`src/rtl/rfphoenix_pfx_assembler.sv`:
```
// Fetch-to-decode front end: folds PFX postfix words into the following instruction
// and hands {ir, pfx, pc} bundles to the decoder through a 2-entry skid buffer.
module rfphoenix_pfx_assembler #(
  parameter int         AW     = 32,
  parameter int         DEPTH  = 2,
  parameter logic [6:0] PFX_OP = 7'h0B
) (
  input  logic          clk_i,
  input  logic          rst_ni,
  input  logic          flush_i,
  input  logic          in_valid_i,
  output logic          in_ready_o,
  input  logic [31:0]   in_word_i,
  input  logic [AW-1:0] in_pc_i,
  output logic          out_valid_o,
  input  logic          out_ready_i,
  output logic [31:0]   out_ir_o,
  output logic [31:0]   out_pfx_o,
  output logic [AW-1:0] out_pc_o,
  output logic          pfx_dup_o
);

  localparam logic [1:0] FULL = 2'(DEPTH);

  typedef struct packed {
    logic [31:0]   ir;
    logic [31:0]   pfx;
    logic [AW-1:0] pc;
  } entry_t;

  typedef enum logic {IDLE, HAVE_PFX} state_e;

  state_e        state_q, state_d;
  logic [31:0]   pfx_q, pfx_d;
  logic [AW-1:0] grp_pc_q, grp_pc_d;
  entry_t        mem0_q, mem0_d, mem1_q, mem1_d;
  logic [1:0]    count_q, count_d;
  logic          dup_q, dup_d;

  logic   accept, is_pfx, push, pop;
  entry_t push_entry;

  assign in_ready_o = (count_q < FULL) & ~flush_i;
  assign accept     = in_valid_i & in_ready_o;
  assign is_pfx     = (in_word_i[6:0] == PFX_OP);
  assign pop        = (count_q != 2'd0) & out_ready_i;

  always_comb begin
    state_d    = state_q;
    pfx_d      = pfx_q;
    grp_pc_d   = grp_pc_q;
    dup_d      = 1'b0;
    push       = 1'b0;
    push_entry = '{ir: in_word_i, pfx: 32'h0, pc: in_pc_i};
    if (flush_i) begin
      state_d = IDLE;
      pfx_d   = 32'h0;
    end else if (accept) begin
      unique case (state_q)
        IDLE: begin
          if (is_pfx) begin
            pfx_d    = in_word_i;
            grp_pc_d = in_pc_i;
            state_d  = HAVE_PFX;
          end else begin
            push = 1'b1;
          end
        end
        HAVE_PFX: begin
          if (is_pfx) begin
            // Latest postfix wins; the group keeps the pc of the oldest one.
            pfx_d = in_word_i;
            dup_d = 1'b1;
          end else begin
            push           = 1'b1;
            push_entry.pfx = pfx_q;
            push_entry.pc  = grp_pc_q;
            pfx_d          = 32'h0;
            state_d        = IDLE;
          end
        end
        default: state_d = IDLE;
      endcase
    end
  end

  // Shift-style FIFO: mem0 is always the head so outputs come straight from flops.
  always_comb begin
    mem0_d  = mem0_q;
    mem1_d  = mem1_q;
    count_d = count_q;
    if (flush_i) begin
      count_d = 2'd0;
    end else begin
      unique case ({push, pop})
        2'b01: begin
          mem0_d  = mem1_q;
          count_d = count_q - 2'd1;
        end
        2'b10: begin
          if (count_q == 2'd0) mem0_d = push_entry;
          else                 mem1_d = push_entry;
          count_d = count_q + 2'd1;
        end
        2'b11: mem0_d = push_entry;
        default: ;
      endcase
    end
  end

  always_ff @(posedge clk_i) begin
    if (!rst_ni) begin
      state_q  <= IDLE;
      pfx_q    <= 32'h0;
      grp_pc_q <= '0;
      mem0_q   <= '0;
      mem1_q   <= '0;
      count_q  <= 2'd0;
      dup_q    <= 1'b0;
    end else begin
      state_q  <= state_d;
      pfx_q    <= pfx_d;
      grp_pc_q <= grp_pc_d;
      mem0_q   <= mem0_d;
      mem1_q   <= mem1_d;
      count_q  <= count_d;
      dup_q    <= dup_d;
    end
  end

  assign out_valid_o = (count_q != 2'd0);
  assign out_ir_o    = mem0_q.ir;
  assign out_pfx_o   = mem0_q.pfx;
  assign out_pc_o    = mem0_q.pc;
  assign pfx_dup_o   = dup_q;

endmodule

```
`config.mk`:
```
export PLATFORM = sky130hd
export DESIGN_NAME = rfphoenix_pfx_assembler
export DESIGN_NICKNAME = d
export VERILOG_FILES = /design/src/rtl/rfphoenix_pfx_assembler.sv
export SDC_FILE = /design/constraint.sdc
export NUM_CORES = 1
export LEC_CHECK = 0
export CAP_MARGIN = 20
export CELL_PAD_IN_SITES_DETAIL_PLACEMENT = 0
export CELL_PAD_IN_SITES_GLOBAL_PLACEMENT = 1
export CORE_MARGIN = 2
export CORE_UTILIZATION = 40
export DETAILED_ROUTE_END_ITERATION = 12
export PLACE_DENSITY_LB_ADDON = 0.3
export REMOVE_ABC_BUFFERS = 1
export SYNTH_ARGS = -nofsm -noshare
export SYNTH_HDL_FRONTEND = slang
export SYNTH_SLANG_ARGS = --single-unit
```
`constraint.sdc`:
```
create_clock -name clk_i -period 4.7 [get_ports clk_i]
set_input_delay 1.41 -clock clk_i [delete_from_list [all_inputs] [get_ports clk_i]]
set_output_delay 1.41 -clock clk_i [all_outputs]
set_load 0.05 [all_outputs]
```
==> impl_metrics.toml, run 1 <==
# generated from flow reports
[status]
run_status = "finished, final reports clean"

[critical_path]
setup.worst_path.end_class = "primary output"
timing.critical_path.from = "flush_i"

[layout]
comb_share = 0.3719
mi_logic_area_um2 = 5054
drive_above_1_share = 0.06836
layout.nonclk_buf_frac = 0.1492

[final_timing]
maxClockFrequency_mhz = 250.4
final-hold-violation-count = 0
timing.final.crit_period_ns = 3.994

[synth]
postSynthRegisterBits = 260
yosys.area_share.xor_xnor = 0.001632

[placed_design]
routabilityCongestion = 0.7445

[pwr]
largestPowerGroup = "sequential cells"
p_sw_mw = 1.382

[grt]
grt-ovfl-total = 0

[min_path]
class_of_the_tightest_hold_or_removal_check = "register to register"
hold_depth = 2

[route]
top_signal_layer_used = "met4"
postRouteAntennaNets = 0
drt-met1-wl_um = 13810
routed_via_density = 5.611

[floorplanning]
fp-utilization = 0.4095
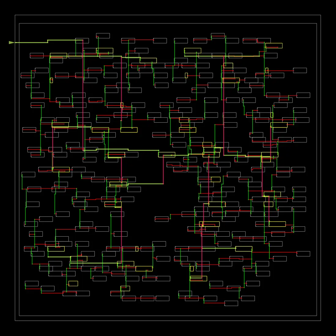
(run_1/clock_nets.png)
worst clock skew: 0.01074 ns
Sink Count: 260
clock buffer count from CTS: 28
number of sequential cells: 260
Clock Latency Late Sink: 0.53 ns

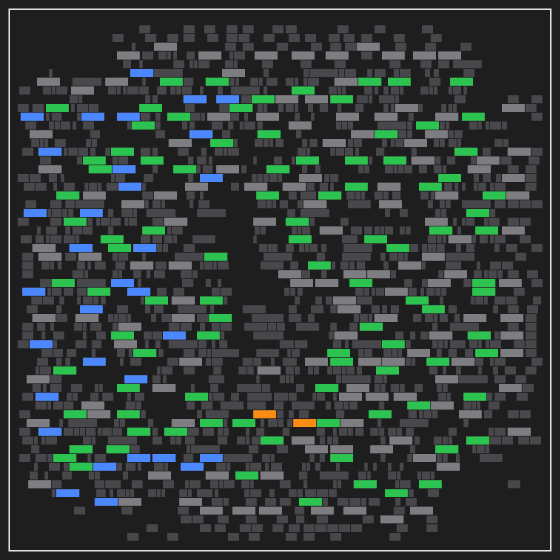
(run_1/ff_map.png)
Other sequential cells in the stronger grey, the rest of the logic in the fainter grey.
[`mem1_q`] green | placed flops: 96 | where: widely spread
[`out_pc_o`] blue | placed flops: 32
[`count_q`] orange | placed flops: 2
power of the sequential group: 2.32 mW
Util after Layout: 0.5185
register area: 5205 um2
fraction of area in registers: 0.3831

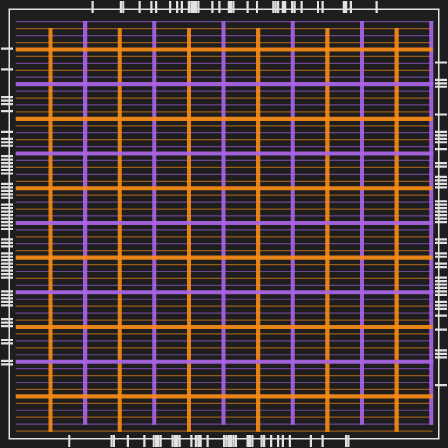
(run_1/floorplan.png)
Pins as bars on the die edge.
[VSS] orange
[VDD] purple
rows: 59
signal pins: 168
met5 straps: 11
met1 rails: 60
met4 straps: 12
vertical extent of the die: 167.8 um
highest ir drop seen on vdd: 0.2605 mV
Die X-Extent: 167.8 um
core area: 26210 um2

==> run_1/m1.png <==
Supply wires on this layer in grey.
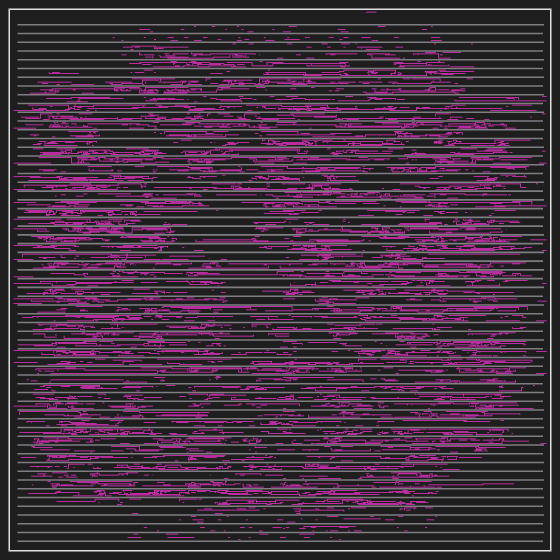

==> run 2, diff against run 1 <==
--- a/config.mk
+++ b/config.mk
@@ -9,7 +9,7 @@
 export CELL_PAD_IN_SITES_DETAIL_PLACEMENT = 0
 export CELL_PAD_IN_SITES_GLOBAL_PLACEMENT = 1
 export CORE_MARGIN = 2
-export CORE_UTILIZATION = 40
+export CORE_UTILIZATION = 37
 export DETAILED_ROUTE_END_ITERATION = 12
 export PLACE_DENSITY_LB_ADDON = 0.3
 export REMOVE_ABC_BUFFERS = 1
==> constraint.sdc (replaced) <==
create_clock -name clk_i -period 3.32 [get_ports clk_i]
set_input_delay 0.996 -clock clk_i [delete_from_list [all_inputs] [get_ports clk_i]]
set_output_delay 0.996 -clock clk_i [all_outputs]
set_load 0.05 [all_outputs]
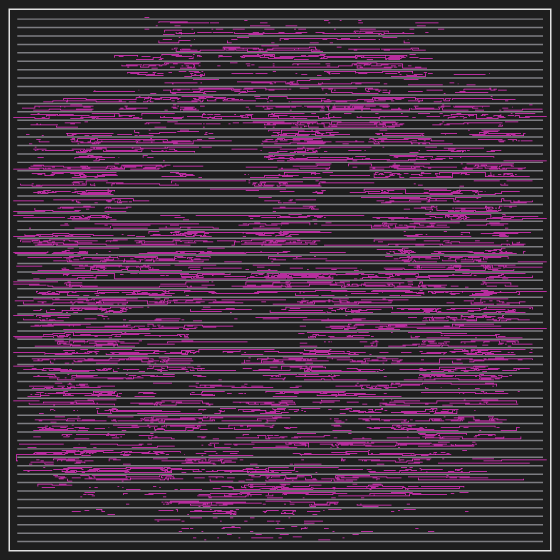
(run_2/m1.png)
Supply wires on this layer in grey.
nets with wire on the layer: 1274
share of all routed wire: 47%
longest straight run: 47.4 um
main direction: horizontal
sum of routed wire length over all layers: 31090 um
met1 Use GR: 0.2813
via count: 9306

==> run 2 against run 1 <==
  * Via count grew 1.1%
  * Combinational power grew 53%
  * Setup slack lost 0.48 ns
  * Sequential cell count is the same
  * Count of clock-buffer cells in the layout grew 1
  * Total power grew 45%
  * Cell count grew 5.2%
  * Non-clock buffer count grew 37
  * Register-to-register slack lost 0.96 ns
  * Routed wire length grew 4.1%
  * Critical endpoint is now out_valid_o
  * Largest power group unchanged
  * Highest routed layer unchanged
==> impl_metrics.toml, run 2 <==
# generated from flow reports
[status]
run_status = "finished, final reports clean"

[route]
top_signal_layer_used = "met4"
drt-met1-wl_um = 14700
drt_first_iter_violations = 629
routed_via_density = 5.392
postRouteAntennaNets = 0

[pwr]
vdd_drop_max_mv = 0.3194
largestPowerGroup = "sequential cells"
p_sw_mw = 2.003
seq-power_mw = 3.28

[placed_design]
routabilityCongestion = 0.8001

[min_path]
class_of_the_tightest_hold_or_removal_check = "register to register"
hold_depth = 2

[layout]
mi_logic_area_um2 = 5054
postLayoutCoreUtil = 0.4956
drive_above_1_share = 0.09463
regArea_um2 = 5205
sh_seq_area = 0.3669
flops = 260

[critical_path]
timing.critical_path.from = "count_q[1]"
setup.worst_path.end_class = "primary output"
timing.critical_path.fanout_max = 7

[grt]
grt-ovfl-total = 0

[final_timing]
final-hold-violation-count = 0
maxClockFrequency_mhz = 323.2

[cts]
worstSkewPairLatency_ns = 0.54
tritoncts_num_sinks = 260
cts_made_buffers = 29

[floorplanning]
fp-utilization = 0.3749
die_x_um = 174.3

[synth]
yosys.area_share.xor_xnor = 0.001632
postSynthRegisterBits = 260
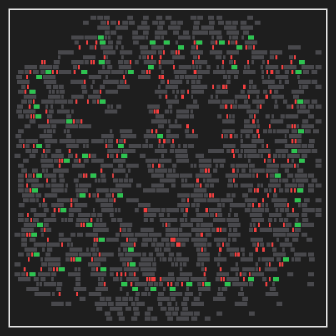
(run_2/gates.png)
[nand cells] red | cells: 254 | where: widely spread
[mux cells] green | cells: 64 | where: widely spread
most frequent logic cell in the layout: sky130_fd_sc_hd__dfxtp_1
number of standard cells in the layout, taps in and fillers out: 1726
combinational share of cell area: 0.3562

No activity file was given, so power comes from the tool's default toggle rates.
